**src/rtl/run_ctrl_pkg.sv**
```systemverilog
// Shared codes for the run controller: sequencer state codes, controller
// states, run modes and stop-cause codes.
package run_ctrl_pkg;

    localparam logic [2:0] IDLE   = 3'd0;
    localparam logic [2:0] FETCHA = 3'd1;
    localparam logic [2:0] FETCHB = 3'd2;
    localparam logic [2:0] EXECA  = 3'd3;
    localparam logic [2:0] EXECB  = 3'd4;

    typedef enum logic [1:0] {
        C_IDLE,
        C_LAUNCH,
        C_ACTIVE
    } ctrl_state_t;

    typedef enum logic {
        MODE_RUN,
        MODE_STEP
    } run_mode_t;

    localparam logic [1:0] CAUSE_NONE = 2'd0;
    localparam logic [1:0] CAUSE_HALT = 2'd1;
    localparam logic [1:0] CAUSE_STEP = 2'd2;
    localparam logic [1:0] CAUSE_STOP = 2'd3;

    // Reason for a terminating EXECA; a halt instruction outranks a host stop.
    function automatic logic [1:0] end_cause(input logic halt_insn, input logic stop_seen);
        if (halt_insn)
            return CAUSE_HALT;
        if (stop_seen)
            return CAUSE_STOP;
        return CAUSE_STEP;
    endfunction

endpackage

```
**src/rtl/run_ctrl_sat_counter.sv**
```systemverilog
// Saturating up-counter with synchronous clear; holds at all-ones.
module run_ctrl_sat_counter #(
    parameter int W = 16
) (
    input  logic         clk,
    input  logic         reset,
    input  logic         clr,
    input  logic         en,
    output logic [W-1:0] count
);

    localparam logic [W-1:0] MAX = '1;

    logic [W-1:0] count_reg;

    always_ff @(posedge clk) begin
        if (reset || clr)
            count_reg <= '0;
        else if (en && (count_reg != MAX))
            count_reg <= count_reg + 1'b1;
    end

    assign count = count_reg;

endmodule

```
**src/rtl/run_ctrl.sv**
```systemverilog
// Host run control for the tiny CPU: launches the sequencer, injects halts at
// EXECA, counts retired instructions and reports why execution ended.
module run_ctrl
    import run_ctrl_pkg::*;
#(
    parameter int CNT_W = 16
) (
    input  logic             clk,
    input  logic             reset,
    input  logic             start,
    input  logic             step,
    input  logic             stop,
    input  logic [2:0]       cs,
    input  logic             halt_insn,
    output logic             run,
    output logic             halt,
    output logic             busy,
    output logic             done,
    output logic [CNT_W-1:0] retired,
    output logic [1:0]       stop_cause
);

    ctrl_state_t state_reg, state_next;
    run_mode_t   mode_reg, mode_next;
    logic        stop_pend_reg, stop_pend_next;
    logic        done_reg, done_next;
    logic [1:0]  cause_reg, cause_next;
    logic        run_reg;
    logic        busy_reg;
    logic        cnt_clr;
    logic        at_execa;

    assign at_execa = (cs == EXECA);

    // Outside EXECA, or when idle, the decoder's halt passes straight through.
    assign halt = halt_insn | (at_execa & busy_reg & ((mode_reg == MODE_STEP) | stop_pend_reg));

    always_ff @(posedge clk) begin
        if (reset) begin
            state_reg     <= C_IDLE;
            mode_reg      <= MODE_RUN;
            stop_pend_reg <= 1'b0;
            done_reg      <= 1'b0;
            cause_reg     <= CAUSE_NONE;
            run_reg       <= 1'b0;
            busy_reg      <= 1'b0;
        end else begin
            state_reg     <= state_next;
            mode_reg      <= mode_next;
            stop_pend_reg <= stop_pend_next;
            done_reg      <= done_next;
            cause_reg     <= cause_next;
            run_reg       <= (state_next == C_LAUNCH);
            busy_reg      <= (state_next != C_IDLE);
        end
    end

    always_comb begin
        state_next     = state_reg;
        mode_next      = mode_reg;
        stop_pend_next = stop_pend_reg;
        cause_next     = cause_reg;
        done_next      = 1'b0;
        cnt_clr        = 1'b0;
        case (state_reg)
            C_IDLE: begin
                if (start) begin
                    mode_next      = MODE_RUN;
                    cnt_clr        = 1'b1;
                    cause_next     = CAUSE_NONE;
                    stop_pend_next = 1'b0;
                    state_next     = C_LAUNCH;
                end else if (step) begin
                    mode_next      = MODE_STEP;
                    cause_next     = CAUSE_NONE;
                    stop_pend_next = 1'b0;
                    state_next     = C_LAUNCH;
                end
            end
            C_LAUNCH: begin
                if (stop)
                    stop_pend_next = 1'b1;
                if (cs == FETCHA)
                    state_next = C_ACTIVE;
            end
            C_ACTIVE: begin
                if (stop)
                    stop_pend_next = 1'b1;
                if (at_execa && halt) begin
                    // A stop arriving in the terminating EXECA still names the cause.
                    state_next     = C_IDLE;
                    done_next      = 1'b1;
                    stop_pend_next = 1'b0;
                    cause_next     = end_cause(halt_insn, stop_pend_reg | stop);
                end else if (cs == IDLE) begin
                    state_next     = C_IDLE;
                    done_next      = 1'b1;
                    stop_pend_next = 1'b0;
                    cause_next     = CAUSE_NONE;
                end
            end
            default: state_next = C_IDLE;
        endcase
    end

    run_ctrl_sat_counter #(
        .W(CNT_W)
    ) u_retired (
        .clk   (clk),
        .reset (reset),
        .clr   (cnt_clr),
        .en    (at_execa & busy_reg),
        .count (retired)
    );

    assign run        = run_reg;
    assign busy       = busy_reg;
    assign done       = done_reg;
    assign stop_cause = cause_reg;

endmodule

```
**config.mk**
```make
export PLATFORM = sky130hd
export DESIGN_NAME = run_ctrl
export DESIGN_NICKNAME = d
export VERILOG_FILES = /design/src/rtl/run_ctrl_pkg.sv /design/src/rtl/run_ctrl_sat_counter.sv /design/src/rtl/run_ctrl.sv
export SDC_FILE = /design/constraint.sdc
export NUM_CORES = 1
export LEC_CHECK = 0
export CORE_UTILIZATION = 41
export DETAILED_ROUTE_END_ITERATION = 12
export GPL_TIMING_DRIVEN = 0
export PLACE_DENSITY_LB_ADDON = 0.12
export SLEW_MARGIN = 15
export SYNTH_ARGS = -nofsm -noshare
export SYNTH_HDL_FRONTEND = slang
export SYNTH_HIERARCHICAL = 1
export SYNTH_SLANG_ARGS = --single-unit
```
**constraint.sdc**
```tcl
create_clock -name clk -period 4.3 [get_ports clk]
set_clock_uncertainty 0.1 [all_clocks]
set_input_delay 0.43 -clock clk [delete_from_list [all_inputs] [get_ports clk]]
set_output_delay 0.43 -clock clk [all_outputs]
set_load 0.02 [all_outputs]
```
Figure 1. The metal 1 layer.
The bar under the picture is 20 µm long. Supply wires on this layer in gray.
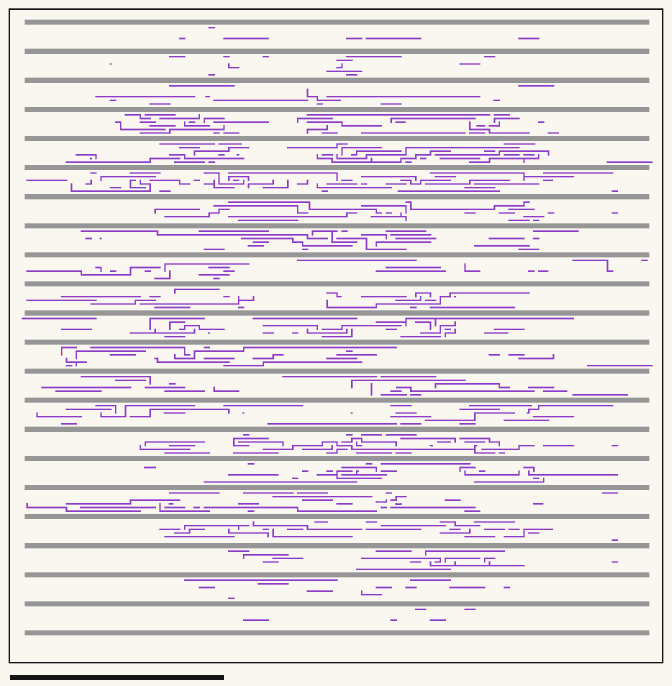
The longest straight run is 17.0 µm. The layer carries 1600 µm of wire. 179 nets have wire on it. The layer holds 50% of the routed length.

Figure 2. Metal 2.
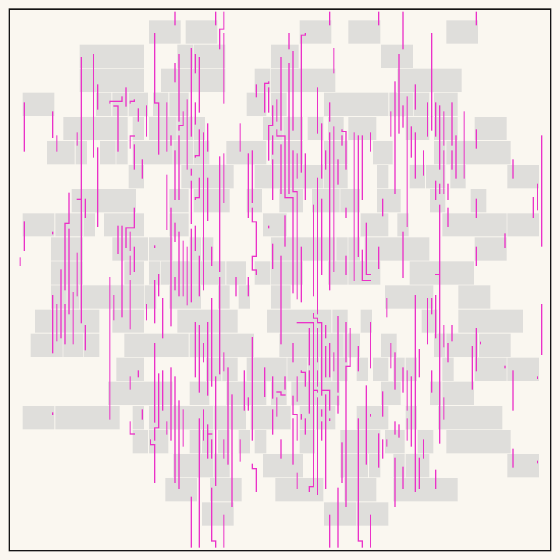
The layer holds 46% of the routed length. The longest straight run is 29.9 µm. 181 nets have wire on it. The layer carries 1470 µm of wire.

Figure 3. The metal 3 layer.
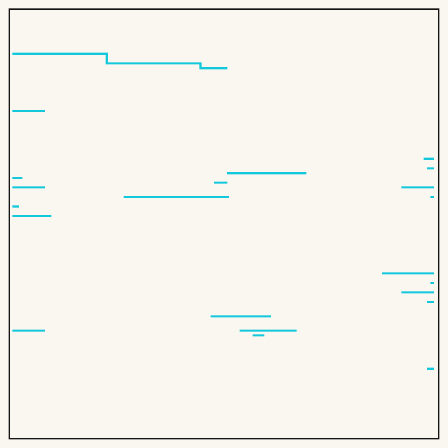
The wires run mostly horizontal. The longest straight run is 14.7 µm. 20 nets have wire on it.

==> out/results.ini <==
[synth]
mux_area_share_pct = 1.40
mappedNetlistArea_um2 = 1430
yosys_warnings = 6
synth_adder_area_share_pct = 5.26
netlist.top_cell.by_instances = dfxtp_1
synthSimpleGateAreaFrac_pct = 30.9
netlist_top_cells_area = dfxtp_1 35%, ha_1 5.3%, a21oi_1 4.9%, nor2_1 3.7%, nand2_1 3.2%
syn_nets = 174
yosys.area.top_type_share_pct = 35.1
synth_seq_share_pct = 35.1
synth.comb.largest_family = simple AND/OR/NAND/NOR gates
yosys-stat-cells = 159
synth_compound_gate_area_share_pct = 23.1
largest_area_cell = dfxtp_1

[power_and_ir_drop]
seqPwrFrac_pct = 57.4
leakage_nw = 0.661
power.internal_mw = 0.310
total_switching_power_mw = 0.115
power_sequential_mw = 0.244
total_power_per_unit_cell_area_nw_per_um2 = 235
power.share.switching_pct = 27.1
largest_power_group = sequential cells
comb_power_mw = 0.0790

[layout]
layout.area.seq_um2 = 500
syn_to_final_growth_pct = 26.9
inverters_excl_clock = 6
combAreaFraction_pct = 49.2
clkCellAreaFrac_pct = 1.45
layout.clock_buffers = 4
number_of_flip_flops_under_the_largest_register_name = 16
postLayoutCoreUtil_pct = 54.3
nMultiInputCombCells = 125
nNetsFinal = 209
fill_cells = 333
antenna-diode-count = 0
seq-cell-share_pct = 27.6
layout.cell_area.non_filler_um2 = 1810

[global_routing]
met1_usage_pct = 26.7
grt_first_pass_wirelength_um = 5260
routing_layer_with_the_top_usage_in_global_route = met2
global_route.usage.total_pct = 19.0
first_global_vias = 1147

[placement]
pre_cts_slack_ns = 1.52
dp_hpwl_um = 2410
count_of_placed_standard_cells_including_taps = 235
place_congestion = 0.811

[worst_hold_path]
hold_path_end = stop_cause[1]$_SDFFE_PP0P_
hold_path.startpoint = stop_cause[1]$_SDFFE_PP0P_

[worst_setup_path]
worst-path-buf-inv = 2
arrival_ns = 1.94
crit_slowest_cell = clkdlybuf4s50_1
crit_chain = clkdlybuf4s50_1, nand3b_4, o21ai_0, clkdlybuf4s50_1
startpoint_type = input pin
critPathCaptureType = output pin
delay_of_the_slowest_critical_path_stage_ns = 0.63
timing.rr.start = state_reg[1]$_SDFF_PP0_
reg2reg_depth = 7
rrSetupSlack_ns = 2.17
cpMostUsedCell = clkdlybuf4s50_1
cp-startpoint = cs[1]

[timing]
post_route_clock_period_utilization_pct = 57.5
finalWorstPathRequiredPeriod_ns = 2.47
rsz_0062_raised_after_global_routing = false
setup_viol = 0
hold_viol_final = 0

[clock_tree]
postCtsResizedCells = 0
clkTransAtPathRegs_ns = 0.13
ctsHoldBuffers = 0
cts_max_path_buffers = 2
clkSinkCount = 25
cts-root-buf = clkbuf_4

[flow_run]
number_of_warning_messages_in_the_logs = 30
max_cap_viol_count = 0

[route]
drt_pre_antenna_iters = 4
drt_first_iter_violations = 92
top_layer = met4
dr_total_vias = 1359
wl_met2_um = 1470
route.detailed.vias_per_inst = 5.69
drt_wl_total_um = 3200
post-route-drc-count = 0

[floorplan]
placement_row_count = 21
floorplan.core_area_um2 = 3340
boundaryPins = 31
tap_cells = 46
die_w_um = 61.0

[outcome]
run_status = complete, no violations

